==> config.mk <==
export PLATFORM = sky130hd
export DESIGN_NAME = payload_feed_arbiter
export DESIGN_NICKNAME = d
export VERILOG_FILES = /design/src/rtl/payload_feed_arbiter_pkg.sv /design/src/rtl/payload_feed_arbiter_rr_arbiter.sv /design/src/rtl/payload_feed_arbiter.sv
export SDC_FILE = /design/constraint.sdc
export NUM_CORES = 1
export LEC_CHECK = 0
export CAP_MARGIN = 0
export CORE_AREA = 2 2 154 156
export CTS_CLUSTER_DIAMETER = 80
export CTS_CLUSTER_SIZE = 16
export DETAILED_ROUTE_END_ITERATION = 12
export DIE_AREA = 0 0 156 158
export RECOVER_POWER = 50
export SLEW_MARGIN = 20
export SYNTH_ARGS = -nofsm -noshare
export SYNTH_HDL_FRONTEND = slang
export SYNTH_SLANG_ARGS = --single-unit
==> constraint.sdc <==
create_clock -name clk -period 3.65 [get_ports clk]
set_input_delay 0.365 -clock clk [delete_from_list [all_inputs] [get_ports clk]]
set_output_delay 0.365 -clock clk [all_outputs]
set_load 0.05 [all_outputs]
==> src/rtl/payload_feed_arbiter_pkg.sv <==
`default_nettype none
// ============================================================================
//  Module      : payload_feed_arbiter_pkg
//  Description : Shared types for the payload feed arbiter: FSM state
//                encoding, abort cause and byte size.
//  Revision    : 1.0 - initial release
// ============================================================================
package payload_feed_arbiter_pkg;

    localparam int BYTE_LENGTH = 8;

    // Arbiter FSM states, explicitly encoded
    typedef enum logic [1:0] {
        IDLE    = 2'd0,
        FORWARD = 2'd1,
        DRAIN   = 2'd2,
        ABORT   = 2'd3
    } arb_state_t;

    // Why the current abort beat is being emitted; selects the post-abort state
    typedef enum logic {
        ABORT_TRUNC   = 1'b0,   // new SOP arrived mid-payload -> back to IDLE
        ABORT_OVERRUN = 1'b1    // payload exceeded MAX_BEATS   -> DRAIN the rest
    } abort_cause_t;

endpackage
`default_nettype wire

==> src/rtl/payload_feed_arbiter_rr_arbiter.sv <==
`default_nettype none
// ============================================================================
//  Module      : payload_feed_arbiter_rr_arbiter
//  Description : Combinational round-robin picker. Searches upward starting
//                one position after ptr_i (wrapping) and returns the first
//                requester as one-hot, index and an any-request flag.
//  Revision    : 1.0 - initial release
// ============================================================================
module payload_feed_arbiter_rr_arbiter #(
    parameter int N     = 4,
    parameter int IDX_W = $clog2(N)
) (
    input  logic [N-1:0]     req_i,
    input  logic [IDX_W-1:0] ptr_i,
    output logic [N-1:0]     gnt_o,
    output logic [IDX_W-1:0] idx_o,
    output logic             any_o
);

    logic [IDX_W-1:0] w_pos;

    // First requester after the pointer wins; the pointer itself is checked last
    always_comb begin
        gnt_o = '0;
        idx_o = '0;
        any_o = 1'b0;
        w_pos = '0;
        for (int k = 1; k <= N; k++) begin
            w_pos = IDX_W'((int'(ptr_i) + k) % N);
            if (!any_o && req_i[w_pos]) begin
                any_o        = 1'b1;
                idx_o        = w_pos;
                gnt_o[w_pos] = 1'b1;
            end
        end
    end

endmodule
`default_nettype wire

==> src/rtl/payload_feed_arbiter.sv <==
`default_nettype none
// ============================================================================
//  Module      : payload_feed_arbiter
//  Description : Packet-atomic round-robin arbiter feeding one decoder
//                ingress from NUM_FEEDS payload feeds. Drops orphan beats,
//                force-terminates truncated or runaway payloads with an
//                error beat so payloads never interleave.
//  Revision    : 1.0 - initial release
// ============================================================================
module payload_feed_arbiter
    import payload_feed_arbiter_pkg::*;
#(
    parameter int NUM_FEEDS     = 4,
    parameter int IN_DATA_WIDTH = 64,
    parameter int EMPTY_WIDTH   = 3,
    parameter int MAX_BEATS     = 256,
    parameter int CNT_WIDTH     = 16
) (
    input  logic                             clk,
    input  logic                             reset,
    input  logic [NUM_FEEDS-1:0]             feedEnable,
    input  logic [NUM_FEEDS-1:0]             reqValid,
    input  logic [NUM_FEEDS-1:0]             reqStartOfPayload,
    input  logic [NUM_FEEDS-1:0]             reqEndOfPayload,
    input  logic [NUM_FEEDS*IN_DATA_WIDTH-1:0] reqData,
    input  logic [NUM_FEEDS*EMPTY_WIDTH-1:0] reqEmpty,
    input  logic [NUM_FEEDS-1:0]             reqError,
    output logic [NUM_FEEDS-1:0]             reqReady,
    output logic                             outValid,
    output logic                             outStartOfPayload,
    output logic                             outEndOfPayload,
    output logic                             outError,
    output logic [IN_DATA_WIDTH-1:0]         outData,
    output logic [EMPTY_WIDTH-1:0]           outEmpty,
    input  logic                             outReady,
    output logic                             grantActive,
    output logic [$clog2(NUM_FEEDS)-1:0]     grantFeedId,
    output logic [CNT_WIDTH-1:0]             dropCount,
    output logic [CNT_WIDTH-1:0]             abortCount
);

    localparam int                     IDX_W       = $clog2(NUM_FEEDS);
    localparam int                     BCNT_W      = $clog2(MAX_BEATS + 1);
    localparam logic [BCNT_W-1:0]      C_MAX_BEATS = BCNT_W'(MAX_BEATS);
    localparam logic [CNT_WIDTH-1:0]   C_CNT_SAT   = '1;

    typedef struct packed {
        logic                     sop;
        logic                     eop;
        logic [IN_DATA_WIDTH-1:0] data;
        logic [EMPTY_WIDTH-1:0]   empty;
        logic                     error;
    } feed_beat_t;

    arb_state_t             state_q, state_d;
    abort_cause_t           cause_q, cause_d;
    logic [IDX_W-1:0]       grant_q, grant_d;
    logic [IDX_W-1:0]       rr_ptr_q, rr_ptr_d;
    logic [BCNT_W-1:0]      beat_cnt_q, beat_cnt_d;
    logic [CNT_WIDTH-1:0]   drop_cnt_q, drop_cnt_d;
    logic [CNT_WIDTH-1:0]   abort_cnt_q, abort_cnt_d;

    logic [IN_DATA_WIDTH-1:0] w_data_arr  [NUM_FEEDS];
    logic [EMPTY_WIDTH-1:0]   w_empty_arr [NUM_FEEDS];
    logic [NUM_FEEDS-1:0]     w_cand, w_rr_gnt;
    logic [IDX_W-1:0]         w_rr_idx;
    logic                     w_rr_any;
    feed_beat_t               w_g_beat;
    logic                     w_g_valid, w_trunc, w_fwd_hs;
    logic [BCNT_W-1:0]        w_beat_cnt_inc;

    // Unpack the flat per-feed buses into indexable arrays
    generate
        for (genvar i = 0; i < NUM_FEEDS; i++) begin : g_unpack
            assign w_data_arr[i]  = reqData[i*IN_DATA_WIDTH +: IN_DATA_WIDTH];
            assign w_empty_arr[i] = reqEmpty[i*EMPTY_WIDTH +: EMPTY_WIDTH];
        end
    endgenerate

    // Enable only gates new grants; a granted feed keeps its grant regardless
    assign w_cand = reqValid & feedEnable;

    payload_feed_arbiter_rr_arbiter #(
        .N     (NUM_FEEDS),
        .IDX_W (IDX_W)
    ) u_rr (
        .req_i (w_cand),
        .ptr_i (rr_ptr_q),
        .gnt_o (w_rr_gnt),
        .idx_o (w_rr_idx),
        .any_o (w_rr_any)
    );

    assign w_g_valid      = reqValid[grant_q];
    assign w_g_beat.sop   = reqStartOfPayload[grant_q];
    assign w_g_beat.eop   = reqEndOfPayload[grant_q];
    assign w_g_beat.data  = w_data_arr[grant_q];
    assign w_g_beat.empty = w_empty_arr[grant_q];
    assign w_g_beat.error = reqError[grant_q];

    // A SOP after the first beat means the feed restarted: hold it back and abort
    assign w_trunc        = (state_q == FORWARD) && w_g_valid && w_g_beat.sop && (beat_cnt_q != '0);
    assign w_fwd_hs       = (state_q == FORWARD) && !w_trunc && w_g_valid && outReady;
    assign w_beat_cnt_inc = beat_cnt_q + 1'b1;

    // State register and all sequential bookkeeping
    always_ff @(posedge clk or posedge reset) begin
        if (reset) begin
            state_q     <= IDLE;
            cause_q     <= ABORT_TRUNC;
            grant_q     <= '0;
            rr_ptr_q    <= IDX_W'(NUM_FEEDS - 1);
            beat_cnt_q  <= '0;
            drop_cnt_q  <= '0;
            abort_cnt_q <= '0;
        end else begin
            state_q     <= state_d;
            cause_q     <= cause_d;
            grant_q     <= grant_d;
            rr_ptr_q    <= rr_ptr_d;
            beat_cnt_q  <= beat_cnt_d;
            drop_cnt_q  <= drop_cnt_d;
            abort_cnt_q <= abort_cnt_d;
        end
    end

    // Next-state logic: grant, payload tracking, abort decisions, counters
    always_comb begin
        state_d     = state_q;
        cause_d     = cause_q;
        grant_d     = grant_q;
        rr_ptr_d    = rr_ptr_q;
        beat_cnt_d  = beat_cnt_q;
        drop_cnt_d  = drop_cnt_q;
        abort_cnt_d = abort_cnt_q;
        unique case (state_q)
            IDLE: begin
                if (w_rr_any) begin
                    grant_d    = w_rr_idx;
                    beat_cnt_d = '0;
                    if (|(w_rr_gnt & reqStartOfPayload)) begin
                        state_d = FORWARD;
                    end else begin
                        state_d = DRAIN;
                        if (drop_cnt_q != C_CNT_SAT) drop_cnt_d = drop_cnt_q + 1'b1;
                    end
                end
            end
            FORWARD: begin
                if (w_trunc) begin
                    state_d = ABORT;
                    cause_d = ABORT_TRUNC;
                end else if (w_fwd_hs) begin
                    beat_cnt_d = w_beat_cnt_inc;
                    if (w_g_beat.eop) begin
                        state_d  = IDLE;
                        rr_ptr_d = grant_q;
                    end else if (w_beat_cnt_inc == C_MAX_BEATS) begin
                        state_d = ABORT;
                        cause_d = ABORT_OVERRUN;
                    end
                end
            end
            DRAIN: begin
                if (w_g_valid && w_g_beat.eop) begin
                    state_d  = IDLE;
                    rr_ptr_d = grant_q;
                end
            end
            ABORT: begin
                if (outReady) begin
                    rr_ptr_d = grant_q;
                    state_d  = (cause_q == ABORT_TRUNC) ? IDLE : DRAIN;
                    if (abort_cnt_q != C_CNT_SAT) abort_cnt_d = abort_cnt_q + 1'b1;
                end
            end
            default: state_d = IDLE;
        endcase
    end

    // Output logic: pass-through mux, synthetic abort beat, drain sink
    always_comb begin
        reqReady          = '0;
        outValid          = 1'b0;
        outStartOfPayload = 1'b0;
        outEndOfPayload   = 1'b0;
        outError          = 1'b0;
        outData           = '0;
        outEmpty          = '0;
        unique case (state_q)
            FORWARD: begin
                if (!w_trunc) begin
                    outValid          = w_g_valid;
                    outStartOfPayload = w_g_beat.sop;
                    outEndOfPayload   = w_g_beat.eop;
                    outError          = w_g_beat.error;
                    outData           = w_g_beat.data;
                    outEmpty          = w_g_beat.empty;
                    reqReady[grant_q] = outReady;
                end
            end
            ABORT: begin
                outValid        = 1'b1;
                outEndOfPayload = 1'b1;
                outError        = 1'b1;
            end
            DRAIN: begin
                reqReady[grant_q] = 1'b1;
            end
            default: begin
                reqReady = '0;
            end
        endcase
    end

    assign grantActive = (state_q == FORWARD) || (state_q == DRAIN);
    assign grantFeedId = grant_q;
    assign dropCount   = drop_cnt_q;
    assign abortCount  = abort_cnt_q;

endmodule
`default_nettype wire

==> deck_impl_summary.md, run 1 <==
Key Metrics from the Run

Outcome
  – Outcome: finished, final reports clean

Final timing
  – Slew of the pin with the lowest slew margin: 1.39 ns
  – Setup violations, final: 0
  – RSZ-0062 raised after global routing: no
  – Max_slew headroom: 7.07%
  – Final Cycle Share: 88.2%
  – Final hold vios: 0
  – Total Negative Setup Slacks: 0 ns
  – Clk_skew: 0.00677 ns
  – Slew Viols, Final: 0
  – Final Critical Period: 3.22 ns

Floorplanning
  – # rows: 56
  – Chip area: 24600 sq um
  – Die H: 158 microns
  – Core utilization before placement: 22.1%

Route
  – Average wire per standard cell: 23.0 microns
  – Drt drc: 0
  – First-pass detailed-route iteration total: 5
  – Vias: 5686
  – Final ANT Viol Nets: 0
  – Drt total wl: 26500 microns
  – Avg Vias per Cell: 4.94

Logic synthesis
  – Post-Synthesis Cells: 475
  – XOR/XNOR Fraction of Synth Area: 5.17%
  – Cell area after synthesis: 5080 sq um
  – MUX area fraction: 34.0%
  – Async SR Flop Fraction: 100%
  – Top cells by area, synth: mux4_2 32%, dfrtp_1 23%, and2_1 9.4%, xnor2_1 4.7%, ha_1 4.2%
  – Yosys top cell by area: mux4_2
  – Yosys Instances: 475
  – Post-synthesis cell type count: 49
  – AO/OA Area Share: 8.02%
  – Post-synth top cells: 76 x and2_1, 73 x mux4_2, 46 x dfrtp_1
  – Simple-gate share of the synthesized area: 21.6%
  – Post-synth EDFFs: 0
  – Dominant kind of combinational cell: multiplexers
  – Area leader share: 32.3%
  – Syn_nets: 783
  – #FFs+latches synth: 48
  – Yosys top cell by instances: and2_1
  – Synth Area in Adders: 4.18%

Clock tree
  – H-tree depth: 2
  – # clock sinks: 48
  – CTS tree: done
  – Maximum root-to-sink buffer count: 2
  – Clock root buffer: clkbuf_16
  – Hold buffers post-CTS: 0
  – Num CTS Buffers: 5
  – Clock latency at the later pin of the worst-skew pair: 0.29 ns

Pwr
  – Pwr Density: 654 nW/um^2
  – P_leak: 4.03 nW
  – Peak supply drop: 0.000430 V

Critical path
  – Crit path from: rr_ptr_q[0]
  – Slowest stage delay, CP: 0.69 ns
  – R2R Setup Slk: 0.43 ns
  – Bufs and invs on worst path: 2
  – Cell count along the critical path: 9
  – CP max-delay cell: dfstp_2
  – CP endpoint: dropCount[1]
  – Crit Path Class: flip-flop to flip-flop
  – Crit-path cells: inv_1, ha_1, mux4_2, a21boi_0, a41o_1, a211oi_4, buf_4, nand2_1, mux2_2
  – Startpoint types: flip-flop
  – Crit path DRT: 3.82 ns
  – Worst r2r src: rr_ptr_q[0]
  – Reg2reg end: dropCount[1]
  – Crit Path Max Fanout: 17
  – Crit. End Element: flip-flop

Worst hold path
  – HP Start: abortCount[10]
  – Hold EP: abortCount[10]
  – Worst hold path depth: 1

Flow run
  – OpenROAD warning count: 38
  – Max cap viols: 0

Finish
  – Layout cells sized above 1: 21.2%
  – Most instantiated logic cells after routing: 290 x clkdlybuf4s50_1, 76 x and2_1, 73 x mux4_2
  – Area Overhead vs Synth: 103%
  – Fill cells: 2178
  – Top cell excl fill/tap: clkdlybuf4s50_1
  – Layout Nets: 1167

Global routing
  – Total Routing Usage GR: 20.1%
  – Initial antenna violation count: 8
  – First-pass GRT wire length: 36600 microns
  – Total gr overflow: 0
  – Number of global-route vias before repair: 5618

Placed design
  – GP Congestion: 0.873
  – Dpl hpwl: 22700 microns
[run 1: registers in the layout, indices dropped and copies added, names as in the netlist]
name	flops
abortCount	16
dropCount	16
beat_cnt_q	9
grantFeedId	2
rr_ptr_q	2
state_q	2
cause_q	1
[run 1: area by class of cell]
| class | instances | area [sq um] | area share [%] |
|---|---|---|---|
| clock buffers | 6 | 139 | 1.35 |
| clock inverters | 2 | 38.8 | 0.376 |
| repair buffers | 410 | 4790 | 46.4 |
| inverters | 10 | 37.5 | 0.364 |
| well taps | 290 | 363 | 3.52 |
| flip-flops and latches | 48 | 1210 | 11.7 |
| multi-input cells | 384 | 3730 | 36.2 |
| diodes | 2 | 5.00 | 0.0485 |
[run 1: layer usage]
metal | track usage, % | vias to the layer above | routed length (microns)
li1 | - | 2580 | -
met1 | 26.2 | 2811 | 10700
met2 | 33.0 | 258 | 13000
met3 | 6.68 | 27 | 2480
met4 | 3.54 | 10 | 262
met5 | 0 | - | 63
[run 1: worst register-to-register path, stage by stage, from the launching register on]
cell and delay (ns):
dfstp_2 0.69, inv_1 0.18, ha_1 0.43, mux4_2 0.54
a21boi_0 0.14, a41o_1 0.24, a211oi_4 0.19, buf_4 0.24
nand2_1 0.12, mux2_2 0.32
[run 1: through the flow]
step	area [sq um]	total power [mW]	instances	worst slack (ns)	hold WS (ns)
4_1_cts	10300	6.87	1150	0.429	0.466
6_report	10300	6.75	1152	0.430	0.491
3_3_place_gp	10100	6.30	1142	0.509	0.481
5_1_grt	10300	7.11	1152	0.301	0.513
2_1_floorplan	5090	3.98	475	0.0784	0.463
3_5_place_dp	10100	6.31	1142	0.450	0.482
[run 1: where the power goes]
group	total [mW]	switching [mW]	leakage (nW)	internal (mW)
Combinational	5.34	2.80	3.31	2.54
Sequential	0.864	0.216	0.640	0.648
Clock	0.543	0.200	0.0871	0.343
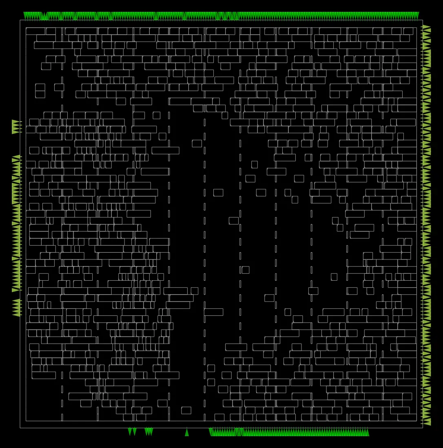
Run 1: placement view
Non-Filler Instances: 1152
seq_cells: 48

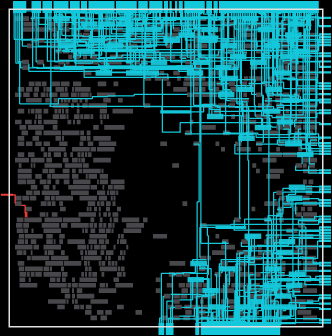
Run 1: port wiring
Drawn at 2 px/micron.
reset: shown in red, bits 1, direction input, end cells 1, buffers 1, wire 11.9 microns. reqData: shown in cyan, bits 256, direction input, end cells 64, buffers 256, wire 11900 microns.
I/O Buffers: 400
Top Ports: 401

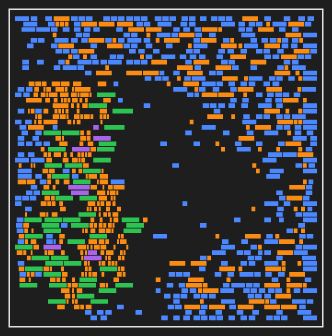
Run 1: cells colored by class
Drawn at 2 px/micron.
flops: shown in green, cells 48. combinational and other logic: shown in orange, cells 394. clock drivers and dummy loads: shown in purple, cells 8. other buffers and delay cells: shown in blue, cells 410.
Core Region: 23100 sq um
final core utilization: 44.7%
final instance area: 10300 sq um

==> run 2: changes to the inputs <==
--- a/config.mk
+++ b/config.mk
@@ -5,6 +5,7 @@
 export SDC_FILE = /design/constraint.sdc
 export NUM_CORES = 1
 export LEC_CHECK = 0
+export ABC_AREA = 0
 export CAP_MARGIN = 0
 export CORE_AREA = 2 2 154 156
 export CTS_CLUSTER_DIAMETER = 80
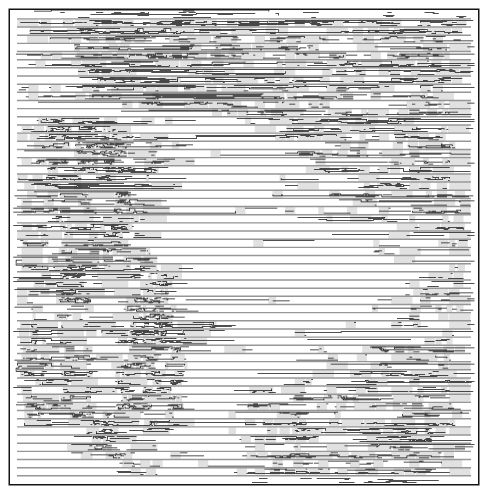
Run 2: M1 wires
Drawn at 3 px/micron. Supply wires on this layer in gray.
1010 nets have wire on it. The layer holds 40% of the routed length. The layer carries 10700 microns of wire.
Vias: 5686
met1 usage: 26.2%
drt total wl: 26500 microns

==> run 2 against run 1 <==
Synthesized area did not move. Global-route usage stayed put. Flip-flop count unchanged. Critical path type unchanged. Largest power group unchanged. Highest routed layer unchanged.
==> deck_impl_summary.md, run 2 <==
Key Metrics from the Run

Final timing
  – Total Negative Setup Slacks: 0 ns (unchanged)
  – Final Cycle Share: 88.2% (unchanged)
  – Fin Hold WS: 0.491 ns (unchanged)
  – Final Critical Period: 3.22 ns (unchanged)
  – Final setup margin: 0.430 ns (unchanged)
  – Clk_skew: 0.00677 ns (unchanged)
  – Final hold vios: 0 (unchanged)
  – RSZ-0062 raised after global routing: no (unchanged)

Critical path
  – Crit path DRT: 3.82 ns (about the same)
  – Reg2reg end: dropCount[1] (unchanged)
  – Crit Path Max Fanout: 17 (unchanged)
  – Bufs and invs on worst path: 2 (unchanged)

Placed design
  – Area post-placement: 10100 sq um (unchanged)
  – Dpl ws: 0.450 ns (unchanged)
  – GP Congestion: 0.873 (unchanged)

Finish
  – Final instance area: 10300 sq um (unchanged)
  – Layout cells sized above 1: 21.2% (unchanged)
  – Non-Filler Instances: 1152 (unchanged)
  – Fill cells: 2178 (unchanged)
  – Top cell excl fill/tap: clkdlybuf4s50_1 (unchanged)

Clock tree
  – H-tree depth: 2 (unchanged)
  – Clock root buffer: clkbuf_16 (unchanged)
  – CTS tree: done (unchanged)

Pwr
  – Sw Share: 47.7% (unchanged)
  – Int Power: 3.53 mW (unchanged)
  – Clock power frac: 8.0% (about the same)
  – P_leak: 4.03 nW (unchanged)

Route
  – Final ANT Viol Nets: 0 (unchanged)

Logic synthesis
  – Post-synthesis cell type count: 49 (unchanged)
  – Yosys top cell by area: mux4_2 (unchanged)
  – Async SR Flop Fraction: 100% (unchanged)
  – #FFs+latches synth: 48 (unchanged)
  – Cell area after synthesis: 5080 sq um (unchanged)
  – Syn_nets: 783 (unchanged)

Worst hold path
  – Worst hold path depth: 1 (unchanged)

Global routing
  – Initial antenna violation count: 8 (unchanged)
  – Total gr overflow: 0 (unchanged)

Outcome
  – Outcome: finished, final reports clean (unchanged)

Floorplanning
  – # rows: 56 (unchanged)
==> run 2: worst max path at each step <==
stage | from | to | slack (ns) | depth (start not counted)
after CTS | rr_ptr_q[0] | dropCount[1] | 0.43 | 9
after detailed placement | rr_ptr_q[0] | dropCount[1] | 0.45 | 9
after global routing | rr_ptr_q[0] | dropCount[1] | 0.30 | 9
final | rr_ptr_q[0] | dropCount[1] | 0.43 | 9
after global placement | rr_ptr_q[0] | dropCount[1] | 0.51 | 9
after floorplan | grantFeedId[1] | reqReady[0] | 0.08 | 7
==> run 2: power groups by stage <==
stage	logic, mW	registers (mW)	clock network (mW)
5_1_grt	5.64	0.893	0.573
2_1_floorplan	3.02	0.960	0
4_1_cts	5.44	0.876	0.556
3_3_place_gp	5.42	0.878	0
6_report	5.34	0.864	0.543
3_5_place_dp	5.43	0.882	0
==> run 2: cells by family (layout without fill, tap and decap cells) <==
kind of cell    count (synthesis)  after routing  share of synthesized area (%)
flops                          48             48                           23.7
buf+inv                        43            428                           3.27
xor+xnor                       30             30                           5.17
mux                            81             81                           34.0
other cells                     0              2                              0
compound gates                 58             58                           8.02
simple gates                  198            198                           21.6
fa+ha+maj                      17             17                           4.18
==> run 2: final cells by class <==
type | instances | area (sq um) | share of cell area (%)
clock inverter | 2 | 38.8 | 0.376
antenna | 2 | 5.00 | 0.0485
inverter | 10 | 37.5 | 0.364
multi-input combinational | 384 | 3730 | 36.2
timing repair buffer | 410 | 4790 | 46.4
tap | 290 | 363 | 3.52
clock buffer | 6 | 139 | 1.35
sequential | 48 | 1210 | 11.7
==> run 2: routing by layer <==
metal	share of wire, %	track usage [%]	up-vias
li1	-	-	2580
met1	40	26.2	2811
met2	49	33.0	258
met3	9.4	6.68	27
met4	0.99	3.54	10
met5	0.24	0	-
Power figures rest on the tool's default switching activity, not on a simulated workload.
